==> run_1/wires.png <==
Scale: 2 px per um.
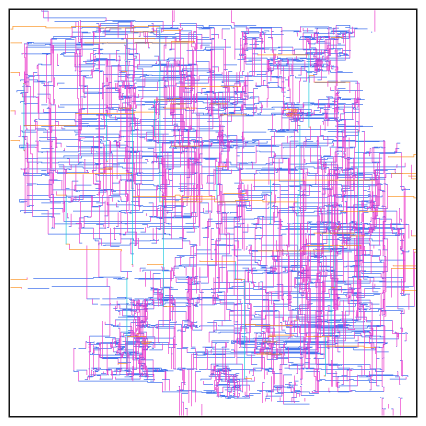
==> run_1/congestion.png <==
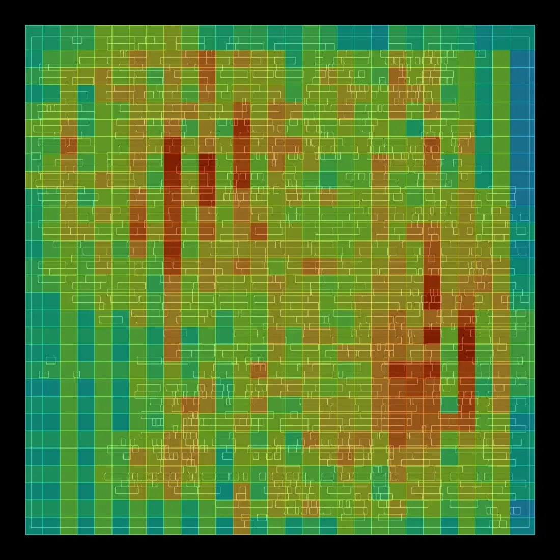
==> run_1/io_placement.png <==
Scale: 1.5 px per um. Pins as bars across the die edge, other pins in gray.
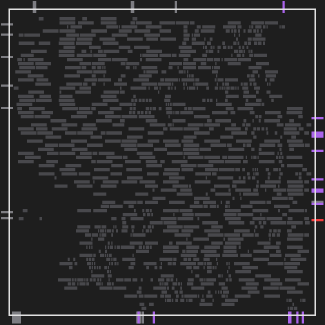
### config.mk
export PLATFORM = sky130hd
export DESIGN_NAME = uart_fifo_io_flat
export DESIGN_NICKNAME = d
export VERILOG_FILES = /design/src/rtl/uart_fifo_io_if.sv /design/src/rtl/uart_fifo_io.sv /design/src/flat_wrapper.sv
export SDC_FILE = /design/constraint.sdc
export NUM_CORES = 1
export LEC_CHECK = 0
export CAP_MARGIN = 5
export CORE_MARGIN = 2
export CORE_UTILIZATION = 36
export DETAILED_ROUTE_END_ITERATION = 8
export GPL_TIMING_DRIVEN = 0
export PLACE_DENSITY = 0.48
export SYNTH_ARGS = -nofsm -noshare
export SYNTH_HDL_FRONTEND = slang
export SYNTH_SLANG_ARGS = --single-unit
export TNS_END_PERCENT = 50
### constraint.sdc
create_clock -name clk -period 8.37 [get_ports clk]
set_input_delay 1.2555 -clock clk [delete_from_list [all_inputs] [get_ports clk]]
set_output_delay 1.2555 -clock clk [all_outputs]
set_load 0.01 [all_outputs]
### src/rtl/uart_fifo_io_if.sv
`timescale 1ns/1ps
`default_nettype none
// +----------------------------------------------------------------------+
// | Module      : uart_fifo_io_if                                        |
// | Description : CPU-side bus of the buffered UART: write strobe, word  |
// |               select, write data, read data and RX-available hint.   |
// | Revision    : 1.0 - initial release                                  |
// +----------------------------------------------------------------------+
interface uart_fifo_io_if;
    logic        load;
    logic        addr;
    logic [15:0] in;
    logic [15:0] out;
    logic        rx_avail;

    modport master (output load, addr, in, input out, rx_avail);
    modport slave  (input load, addr, in, output out, rx_avail);
endinterface
`default_nettype wire

### src/rtl/uart_fifo_io.sv
`timescale 1ns/1ps
`default_nettype none
// +----------------------------------------------------------------------+
// | Module      : uart_fifo_io                                           |
// | Description : Memory-mapped full-duplex 8N1 UART with DEPTH-entry    |
// |               TX and RX FIFOs, sticky overrun and framing flags.     |
// | Revision    : 1.0 - initial release                                  |
// +----------------------------------------------------------------------+
module uart_fifo_io #(
    parameter int CLK_HZ = 25000000,
    parameter int BAUD   = 115200,
    parameter int DEPTH  = 16
) (
    input  wire            clk,
    input  wire            reset,
    uart_fifo_io_if.slave  bus,
    input  wire            RX,
    output logic           TX
);
    localparam int AW = $clog2(DEPTH);
    localparam int c_DIV = CLK_HZ / BAUD;
    localparam int c_DW  = $clog2(c_DIV);
    localparam logic [c_DW-1:0] c_DIV_LAST  = c_DW'(c_DIV - 1);
    localparam logic [c_DW-1:0] c_HALF_LAST = c_DW'(c_DIV / 2 - 1);
    localparam logic [AW:0]     c_FULL      = (AW + 1)'(DEPTH);

    localparam logic [1:0] c_ST_IDLE  = 2'd0;
    localparam logic [1:0] c_ST_START = 2'd1;
    localparam logic [1:0] c_ST_DATA  = 2'd2;
    localparam logic [1:0] c_ST_STOP  = 2'd3;

    // ------------------------------------------------------------ TX side
    logic [7:0]      r_tx_mem [DEPTH];
    logic [AW-1:0]   r_tx_wp, r_tx_rp;
    logic [AW:0]     r_tx_count;
    logic [7:0]      r_tx_shift;
    logic [1:0]      r_tx_state, w_tx_state_nxt;
    logic [c_DW-1:0] r_tx_div, w_tx_div_nxt;
    logic [2:0]      r_tx_bit, w_tx_bit_nxt, w_tx_bit_inc;
    logic            r_tx_line, w_tx_line_nxt;
    logic            w_tx_full, w_tx_empty, w_tx_push, w_tx_pop;

    assign w_tx_full    = (r_tx_count == c_FULL);
    assign w_tx_empty   = (r_tx_count == '0);
    assign w_tx_bit_inc = r_tx_bit + 3'd1;
    // A TX pop in the same cycle frees a slot, so a push on a full FIFO still lands
    assign w_tx_push    = bus.load & ~bus.addr & (~w_tx_full | w_tx_pop);
    assign TX           = r_tx_line;

    // TX FIFO storage write port
    always_ff @(posedge clk) begin
        if (w_tx_push) r_tx_mem[r_tx_wp] <= bus.in[7:0];
    end

    // TX FIFO pointers, occupancy and shifter load
    always_ff @(posedge clk or posedge reset) begin
        if (reset) begin
            r_tx_wp    <= '0;
            r_tx_rp    <= '0;
            r_tx_count <= '0;
            r_tx_shift <= 8'h00;
        end else begin
            if (w_tx_push) r_tx_wp <= r_tx_wp + 1'b1;
            if (w_tx_pop) begin
                r_tx_rp    <= r_tx_rp + 1'b1;
                r_tx_shift <= r_tx_mem[r_tx_rp];
            end
            case ({w_tx_push, w_tx_pop})
                2'b10:   r_tx_count <= r_tx_count + 1'b1;
                2'b01:   r_tx_count <= r_tx_count - 1'b1;
                default: r_tx_count <= r_tx_count;
            endcase
        end
    end

    // TX state register; the line idles high and snaps high on reset
    always_ff @(posedge clk or posedge reset) begin
        if (reset) begin
            r_tx_state <= c_ST_IDLE;
            r_tx_div   <= '0;
            r_tx_bit   <= 3'd0;
            r_tx_line  <= 1'b1;
        end else begin
            r_tx_state <= w_tx_state_nxt;
            r_tx_div   <= w_tx_div_nxt;
            r_tx_bit   <= w_tx_bit_nxt;
            r_tx_line  <= w_tx_line_nxt;
        end
    end

    // TX next state: the IDLE cycle doubles as the pop cycle between frames
    always_comb begin
        w_tx_state_nxt = r_tx_state;
        w_tx_div_nxt   = r_tx_div;
        w_tx_bit_nxt   = r_tx_bit;
        w_tx_line_nxt  = r_tx_line;
        w_tx_pop       = 1'b0;
        case (r_tx_state)
            c_ST_IDLE: begin
                if (!w_tx_empty) begin
                    w_tx_pop       = 1'b1;
                    w_tx_state_nxt = c_ST_START;
                    w_tx_div_nxt   = c_DIV_LAST;
                    w_tx_line_nxt  = 1'b0;
                end
            end
            c_ST_START: begin
                if (r_tx_div == '0) begin
                    w_tx_state_nxt = c_ST_DATA;
                    w_tx_div_nxt   = c_DIV_LAST;
                    w_tx_bit_nxt   = 3'd0;
                    w_tx_line_nxt  = r_tx_shift[0];
                end else begin
                    w_tx_div_nxt = r_tx_div - 1'b1;
                end
            end
            c_ST_DATA: begin
                if (r_tx_div == '0) begin
                    w_tx_div_nxt = c_DIV_LAST;
                    if (r_tx_bit == 3'd7) begin
                        w_tx_state_nxt = c_ST_STOP;
                        w_tx_line_nxt  = 1'b1;
                    end else begin
                        w_tx_bit_nxt  = w_tx_bit_inc;
                        w_tx_line_nxt = r_tx_shift[w_tx_bit_inc];
                    end
                end else begin
                    w_tx_div_nxt = r_tx_div - 1'b1;
                end
            end
            c_ST_STOP: begin
                if (r_tx_div == '0) w_tx_state_nxt = c_ST_IDLE;
                else                w_tx_div_nxt   = r_tx_div - 1'b1;
            end
            default: w_tx_state_nxt = c_ST_IDLE;
        endcase
    end

    // ------------------------------------------------------------ RX side
    logic [7:0]      r_rx_mem [DEPTH];
    logic [AW-1:0]   r_rx_wp, r_rx_rp;
    logic [AW:0]     r_rx_count;
    logic            r_rx_s1, r_rx_s2, r_rx_prev;
    logic [7:0]      r_rx_data, w_rx_data_nxt;
    logic [1:0]      r_rx_state, w_rx_state_nxt;
    logic [c_DW-1:0] r_rx_div, w_rx_div_nxt;
    logic [2:0]      r_rx_bit, w_rx_bit_nxt;
    logic            w_rx_done, w_rx_good;
    logic            w_rx_full, w_rx_empty, w_rx_push, w_rx_pop;
    logic            r_overrun, r_ferr;
    logic [7:0]      w_rx_head;
    logic            w_unused_in;

    assign w_rx_full   = (r_rx_count == c_FULL);
    assign w_rx_empty  = (r_rx_count == '0);
    assign w_rx_pop    = bus.load & bus.addr & ~w_rx_empty;
    assign w_rx_good   = w_rx_done & r_rx_s2;
    // A CPU pop in the same cycle makes room, so that byte is not an overrun
    assign w_rx_push   = w_rx_good & (~w_rx_full | w_rx_pop);
    assign w_rx_head   = w_rx_empty ? 8'h00 : r_rx_mem[r_rx_rp];
    assign bus.rx_avail = ~w_rx_empty;
    assign w_unused_in = &{1'b0, bus.in[15], bus.in[12:8]};

    // Two-flop synchroniser plus edge-detect history, idle high
    always_ff @(posedge clk or posedge reset) begin
        if (reset) begin
            r_rx_s1   <= 1'b1;
            r_rx_s2   <= 1'b1;
            r_rx_prev <= 1'b1;
        end else begin
            r_rx_s1   <= RX;
            r_rx_s2   <= r_rx_s1;
            r_rx_prev <= r_rx_s2;
        end
    end

    // RX FIFO storage write port
    always_ff @(posedge clk) begin
        if (w_rx_push) r_rx_mem[r_rx_wp] <= r_rx_data;
    end

    // RX FIFO pointers, occupancy and sticky error flags
    always_ff @(posedge clk or posedge reset) begin
        if (reset) begin
            r_rx_wp    <= '0;
            r_rx_rp    <= '0;
            r_rx_count <= '0;
            r_overrun  <= 1'b0;
            r_ferr     <= 1'b0;
        end else begin
            if (w_rx_push) r_rx_wp <= r_rx_wp + 1'b1;
            if (w_rx_pop)  r_rx_rp <= r_rx_rp + 1'b1;
            case ({w_rx_push, w_rx_pop})
                2'b10:   r_rx_count <= r_rx_count + 1'b1;
                2'b01:   r_rx_count <= r_rx_count - 1'b1;
                default: r_rx_count <= r_rx_count;
            endcase
            // A new error in the same cycle as a clear wins, so it is never lost
            if (w_rx_good && w_rx_full && !w_rx_pop)  r_overrun <= 1'b1;
            else if (bus.load && bus.addr && bus.in[14]) r_overrun <= 1'b0;
            if (w_rx_done && !r_rx_s2)                r_ferr <= 1'b1;
            else if (bus.load && bus.addr && bus.in[13]) r_ferr <= 1'b0;
        end
    end

    // RX state register
    always_ff @(posedge clk or posedge reset) begin
        if (reset) begin
            r_rx_state <= c_ST_IDLE;
            r_rx_div   <= '0;
            r_rx_bit   <= 3'd0;
            r_rx_data  <= 8'h00;
        end else begin
            r_rx_state <= w_rx_state_nxt;
            r_rx_div   <= w_rx_div_nxt;
            r_rx_bit   <= w_rx_bit_nxt;
            r_rx_data  <= w_rx_data_nxt;
        end
    end

    // RX next state: samples at mid-bit, back to IDLE right after the stop sample
    always_comb begin
        w_rx_state_nxt = r_rx_state;
        w_rx_div_nxt   = r_rx_div;
        w_rx_bit_nxt   = r_rx_bit;
        w_rx_data_nxt  = r_rx_data;
        w_rx_done      = 1'b0;
        case (r_rx_state)
            c_ST_IDLE: begin
                if (r_rx_prev && !r_rx_s2) begin
                    w_rx_state_nxt = c_ST_START;
                    w_rx_div_nxt   = c_HALF_LAST;
                end
            end
            c_ST_START: begin
                if (r_rx_div == '0) begin
                    if (r_rx_s2) begin
                        w_rx_state_nxt = c_ST_IDLE;
                    end else begin
                        w_rx_state_nxt = c_ST_DATA;
                        w_rx_div_nxt   = c_DIV_LAST;
                        w_rx_bit_nxt   = 3'd0;
                    end
                end else begin
                    w_rx_div_nxt = r_rx_div - 1'b1;
                end
            end
            c_ST_DATA: begin
                if (r_rx_div == '0) begin
                    w_rx_data_nxt[r_rx_bit] = r_rx_s2;
                    w_rx_div_nxt            = c_DIV_LAST;
                    if (r_rx_bit == 3'd7) w_rx_state_nxt = c_ST_STOP;
                    else                  w_rx_bit_nxt   = r_rx_bit + 3'd1;
                end else begin
                    w_rx_div_nxt = r_rx_div - 1'b1;
                end
            end
            c_ST_STOP: begin
                if (r_rx_div == '0) begin
                    w_rx_done      = 1'b1;
                    w_rx_state_nxt = c_ST_IDLE;
                end else begin
                    w_rx_div_nxt = r_rx_div - 1'b1;
                end
            end
            default: w_rx_state_nxt = c_ST_IDLE;
        endcase
    end

    // Read mux for the selected word
    always_comb begin
        if (bus.addr) bus.out = {w_rx_empty, r_overrun, r_ferr, 5'b0, w_rx_head};
        else          bus.out = {w_tx_full, 15'(r_tx_count)};
    end
endmodule
`default_nettype wire

### src/flat_wrapper.sv
// flat-port wrapper written by rule: the top's interface ports become plain ports
module uart_fifo_io_flat 
#(
    parameter int CLK_HZ = 25000000,
    parameter int BAUD   = 115200,
    parameter int DEPTH  = 16
)
  (clk, reset, RX, TX, bus_load, bus_addr, bus_in, bus_out, bus_rx_avail);
  uart_fifo_io_if bus_i ();
  input  wire clk;
  input  wire reset;
  input  wire RX;
  output logic TX;
  input wire logic [$bits(bus_i.load)-1:0] bus_load;
  input wire logic [$bits(bus_i.addr)-1:0] bus_addr;
  input wire logic [$bits(bus_i.in)-1:0] bus_in;
  output wire logic [$bits(bus_i.out)-1:0] bus_out;
  output wire logic [$bits(bus_i.rx_avail)-1:0] bus_rx_avail;
  assign bus_i.load = bus_load;
  assign bus_i.addr = bus_addr;
  assign bus_i.in = bus_in;
  assign bus_out = bus_i.out;
  assign bus_rx_avail = bus_i.rx_avail;
  uart_fifo_io #(.CLK_HZ(CLK_HZ), .BAUD(BAUD), .DEPTH(DEPTH)) u_core (.clk(clk), .reset(reset), .bus(bus_i), .RX(RX), .TX(TX));
endmodule
==> flow_summary.ini, run 1 <==
; physical design summary
[final_layout]
nNetsFinal = 1036
num-nonclk-inverters = 27
lay_top_count = edfxtp_1
final-nonclk-buf-share_pct = 3.21
area_growth_pct = 15.6
comb_cells = 509
seq-cell-share_pct = 57.9
post-route-cell-area_um2 = 16500

[pwr]
finalPower_mw = 4.59
swShare_pct = 29.4
p_int_mw = 3.24
comb_power_share_pct = 22.3
power_leader = sequential cells
power_leakage_nw = 5.75
peakVddDrop_v = 0.000162
clkPwrFrac_pct = 34.6

[min_path]
hp-start = u_core.r_rx_s1$_DFF_PP1_
hold_end = u_core.r_rx_s2$_DFF_PP1_
hold_depth = 0

[final_timing]
finalClockSkew_ps = 21.3
tns_ps = 0
max_freq_mhz = 193
max_slew.worst_pin.slew_ps = 1050

[floorplanning]
fp-utilization_pct = 36.6
die_w_um = 203
core.rowCount = 72
ios = 39
dieArea_um2 = 41200
core-area_um2 = 38900

[synth]
syn_inst = 904
synth_cell_types = 71
yosys_area_um2 = 14300
synth_flops = 330
topCellsByArea = edfxtp_1 54%, dfrtp_1 12%, mux4_2 7.9%
ff_type = edfxtp_1
synthAdderAreaFrac_pct = 3.04
netlist_top_cells_count = 256 x edfxtp_1, 70 x dfrtp_1, 54 x mux2i_1, 54 x nand2_1, 50 x mux4_2
avgSynthCellArea_um2 = 15.8
ys_cells = 904
yosysWarnings = 0
yosys.area_share.aoi_pct = 7.31
async_reset_ff_share_pct = 22.4
synthMuxAreaShare_pct = 12.4
yosys.area.top_type_share_pct = 53.9

[clocking]
clk_pin_slew_ps = 50
cts-root-buf = clkbuf_16
clock_sinks = 330
cts_resized = 0
cts_buffer_depth = 3
htree_levels = 2

[grt]
grt_first_pass_wirelength_um = 49400
antenna_found_initial = 0
grt-busiest-layer = met2
grt-ovfl-total = 0

[worst_setup_path]
critPathLaunch = bus_addr
rr_worst_depth = 14
r2r-start = u_core.r_rx_count[1]$_DFFE_PP0P_
cp.required_ps = 7110
cp_num_buf_inv = 3
reg2reg_setup_slack_ps = 4590
crit_path_end_kind = primary output
critPathSlowestCell = clkdlybuf4s50_1
worstSetupStartpointType = primary input
crit_path_end = bus_out[0]

[status]
status = finished, final reports clean

[route]
wl_um = 31700
drc = 0
met1Wirelength_um = 15100
wl_met3_um = 1110
ant_nets = 0
viasPerCell = 5.10

[flow_run]
warnings = 47

[place]
post-place-cells = 1459
dpl.hpwl_um = 20900
io_buffers = 27
## Picture notes: wires.png
Key: magenta = metal 2 [wire length 14,700 um]; cyan = metal 4 [wire length 772 um]; blue = metal 1 [wire length 15,100 um]; orange = metal 3 [wire length 1,110 um]

## Picture notes: congestion.png
met2 usage: 24.9%
met1 usage: 22.5%
met3 GRT Util: 2.54%
Util after Layout: 42.4%
GRT Util Overall: 15.9%

## Picture notes: io_placement.png
Key: purple = bus_out [pins 16, direction output, edge 9 right, 6 bottom, 1 top]; red = bus_addr [pins 1, direction input, edge right]
All pins by edge: 15 bottom, 11 right, 7 left, 6 top.

==> run 2: changes to the inputs <==
--- a/config.mk
+++ b/config.mk
@@ -10,7 +10,7 @@
 export CORE_UTILIZATION = 36
 export DETAILED_ROUTE_END_ITERATION = 8
 export GPL_TIMING_DRIVEN = 0
-export PLACE_DENSITY = 0.48
+export PLACE_DENSITY = 0.5
 export SYNTH_ARGS = -nofsm -noshare
 export SYNTH_HDL_FRONTEND = slang
 export SYNTH_SLANG_ARGS = --single-unit
==> constraint.sdc (replaced) <==
create_clock -name clk -period 4.71 [get_ports clk]
set_input_delay 0.7065 -clock clk [delete_from_list [all_inputs] [get_ports clk]]
set_output_delay 0.7065 -clock clk [all_outputs]
set_load 0.01 [all_outputs]
==> run_2/wires.png <==
Scale: 2 px per um.
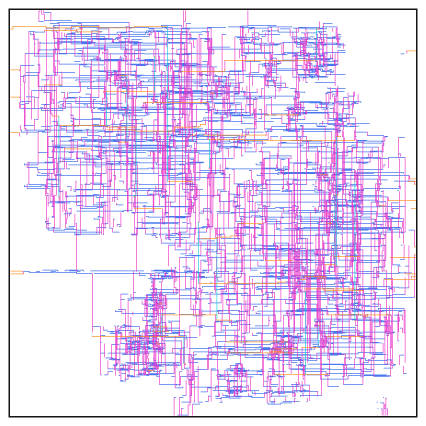
Key: magenta = metal 2 [wire length 14,700 um]; cyan = metal 4 [wire length 568 um]; orange = metal 3 [wire length 1,060 um]; blue = metal 1 [wire length 14,600 um]

==> flow_summary.ini, run 2 <==
; physical design summary
[status]
status = finished, final reports clean

[worst_setup_path]
crit_path_end = bus_out[0]
rr_worst_depth = 14
reg2reg_setup_slack_ps = 1020
worstSetupStartpointType = primary input
crit_path_end_kind = primary output
cp_num_buf_inv = 3
r2r-start = u_core.r_rx_count[2]$_DFFE_PP0P_
cp.required_ps = 4000
critPathSlowestCell = clkdlybuf4s50_1

[synth]
synth_cell_types = 71
yosys.area.top_type_share_pct = 53.9
yosys.area_share.aoi_pct = 7.31
synthMuxAreaShare_pct = 12.4
yosys_area_um2 = 14300
syn_inst = 904
topCellsByArea = edfxtp_1 54%, dfrtp_1 12%, mux4_2 7.9%
async_reset_ff_share_pct = 22.4
synth_flops = 330
ff_type = edfxtp_1
yosysWarnings = 0
avgSynthCellArea_um2 = 15.8
synthAdderAreaFrac_pct = 3.04

[route]
met1Wirelength_um = 14600
viasPerCell = 5.10
ant_nets = 0
wl_per_cell_um = 20.3
drc = 0
wl_um = 31000

[grt]
grtUsageTotal_pct = 15.7
grt-ovfl-total = 0
grt_first_pass_wirelength_um = 49200
grt_use_met3_pct = 2.44
gr-usage-met2_pct = 25.4
antenna_found_initial = 0
use_met1_pct = 21.9

[final_layout]
final-nonclk-buf-share_pct = 3.23
num-nonclk-inverters = 27
final_core_util_pct = 42.5
comb_cells = 509
seq-cell-share_pct = 57.7
flop-count = 330
area_growth_pct = 16.0
nNetsFinal = 1037

[pwr]
swShare_pct = 28.9
finalPower_mw = 8.28
power_leader = sequential cells
p_int_mw = 5.89
comb_power_share_pct = 21.7
peakVddDrop_v = 0.000246
power_leakage_nw = 5.78

[place]
io_buffers = 27
dpl.hpwl_um = 20700
post-place-cells = 1460

[final_timing]
max_slew.worst_pin.slew_ps = 1010
tns_ps = 0
max_freq_mhz = 247

[floorplanning]
fp-utilization_pct = 36.6
ios = 39
core.rowCount = 72

[clocking]
cts_resized = 0
cts_buffer_depth = 3
cts-root-buf = clkbuf_16
clk_pin_slew_ps = 50
htree_levels = 2
clock_sinks = 330

[min_path]
hold_depth = 0
hp-start = u_core.r_rx_s1$_DFF_PP1_
hold_end = u_core.r_rx_s2$_DFF_PP1_

[flow_run]
warnings = 47
==> run_2/io_placement.png <==
Scale: 1.5 px per um. Pins as bars across the die edge, other pins in gray.
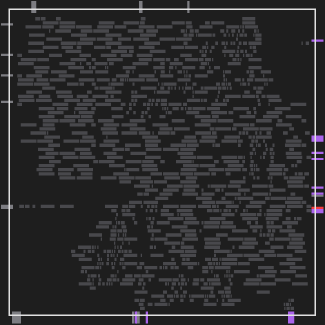
Key: red = bus_addr [pins 1, direction input, edge right]; purple = bus_out [pins 16, direction output, edge 10 right, 6 bottom]
All pins by edge: 15 bottom, 12 right, 6 left, 6 top.

==> run 3: changes to the inputs <==
--- a/config.mk
+++ b/config.mk
@@ -5,12 +5,12 @@
 export SDC_FILE = /design/constraint.sdc
 export NUM_CORES = 1
 export LEC_CHECK = 0
-export CAP_MARGIN = 5
 export CORE_MARGIN = 2
 export CORE_UTILIZATION = 36
 export DETAILED_ROUTE_END_ITERATION = 8
 export GPL_TIMING_DRIVEN = 0
 export PLACE_DENSITY = 0.5
+export SLEW_MARGIN = 25
 export SYNTH_ARGS = -nofsm -noshare
 export SYNTH_HDL_FRONTEND = slang
 export SYNTH_SLANG_ARGS = --single-unit
==> run_3/io_placement.png <==
Scale: 1.5 px per um. Pins as bars across the die edge, other pins in gray.
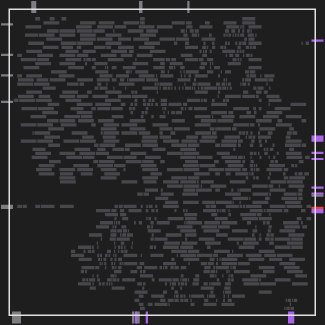
Key: purple = bus_out [pins 16, direction output, edge 10 right, 6 bottom]; red = bus_addr [pins 1, direction input, edge right]

==> flow_summary.ini, run 3 <==
; physical design summary
[status]
status = finished, final reports clean

[synth]
yosysWarnings = 0
xor_share_pct = 1.29
ys_seq_share_pct = 66.9
avgSynthCellArea_um2 = 15.8
synthMuxAreaShare_pct = 12.4
synth_cell_types = 71
synth_flops = 330
synthAdderAreaFrac_pct = 3.04
topCellsByArea = edfxtp_1 54%, dfrtp_1 12%, mux4_2 7.9%
yosys_area_um2 = 14300
yosys.area_share.aoi_pct = 7.31
async_reset_ff_share_pct = 22.4
syn_inst = 904
yosysTopAreaCell = edfxtp_1

[floorplanning]
ios = 39
fp-utilization_pct = 36.6
core.rowCount = 72
core-area_um2 = 38900
tap_cells = 518

[pwr]
p_comb_mw = 1.80
swShare_pct = 29.6
comb_power_share_pct = 22.0
power_leakage_nw = 5.78
power_leader = sequential cells
finalPower_mw = 8.20

[worst_setup_path]
cp.depth = 6
rr_worst_depth = 14
worstSetupStartpointType = primary input
cp.required_ps = 4000
cp_num_buf_inv = 3
crit_path_end_kind = primary output
reg2reg_setup_slack_ps = 1030
critPathSlowestCell = clkdlybuf4s50_1
r2r-start = u_core.r_rx_count[1]$_DFFE_PP0P_
crit_path_end = bus_out[0]

[final_layout]
final_core_util_pct = 42.5
final-nonclk-buf-share_pct = 3.20
flop-count = 330
num-nonclk-inverters = 27
nNetsFinal = 1037
post-route-cell-area_um2 = 16500
area_growth_pct = 15.9
comb_cells = 509

[clocking]
clock_sinks = 330
cts_resized = 0
cts-root-buf = clkbuf_16
cts_buffer_depth = 3
holdBufCountCts = 0
clk_pin_slew_ps = 60

[route]
wl_per_cell_um = 20.2
met1Wirelength_um = 14400
ant_nets = 0
wl_um = 30900
drc = 0
viasPerCell = 5.12
first_pass_iters = 5

[final_timing]
max_slew.worst_pin.slew_ps = 1020
slew_headroom_pct = 31.7
finalCritPeriodShare_pct = 85.4
max_freq_mhz = 249
tns_ps = 0

[grt]
gr-usage-met2_pct = 25.8
grtUsageTotal_pct = 15.6
grt_use_met3_pct = 2.63
grt-ovfl-total = 0
antenna_found_initial = 0
grt_first_pass_wirelength_um = 48900
use_met1_pct = 21.4

[min_path]
hp-start = u_core.r_rx_s1$_DFF_PP1_
hold_end = u_core.r_rx_s2$_DFF_PP1_

[place]
post-place-cells = 1460

[flow_run]
maxCapViolCount = 0
warnings = 47
==> run_3/io_fan.png <==
Scale: 2 px per um.
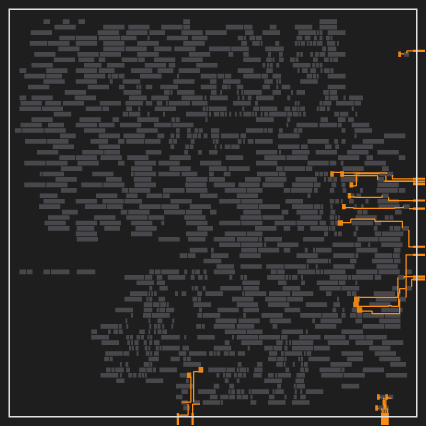
Key: orange = bus_out [bits 16, direction output, edge 10 right, 6 bottom, end cells 16, wire 459 um]

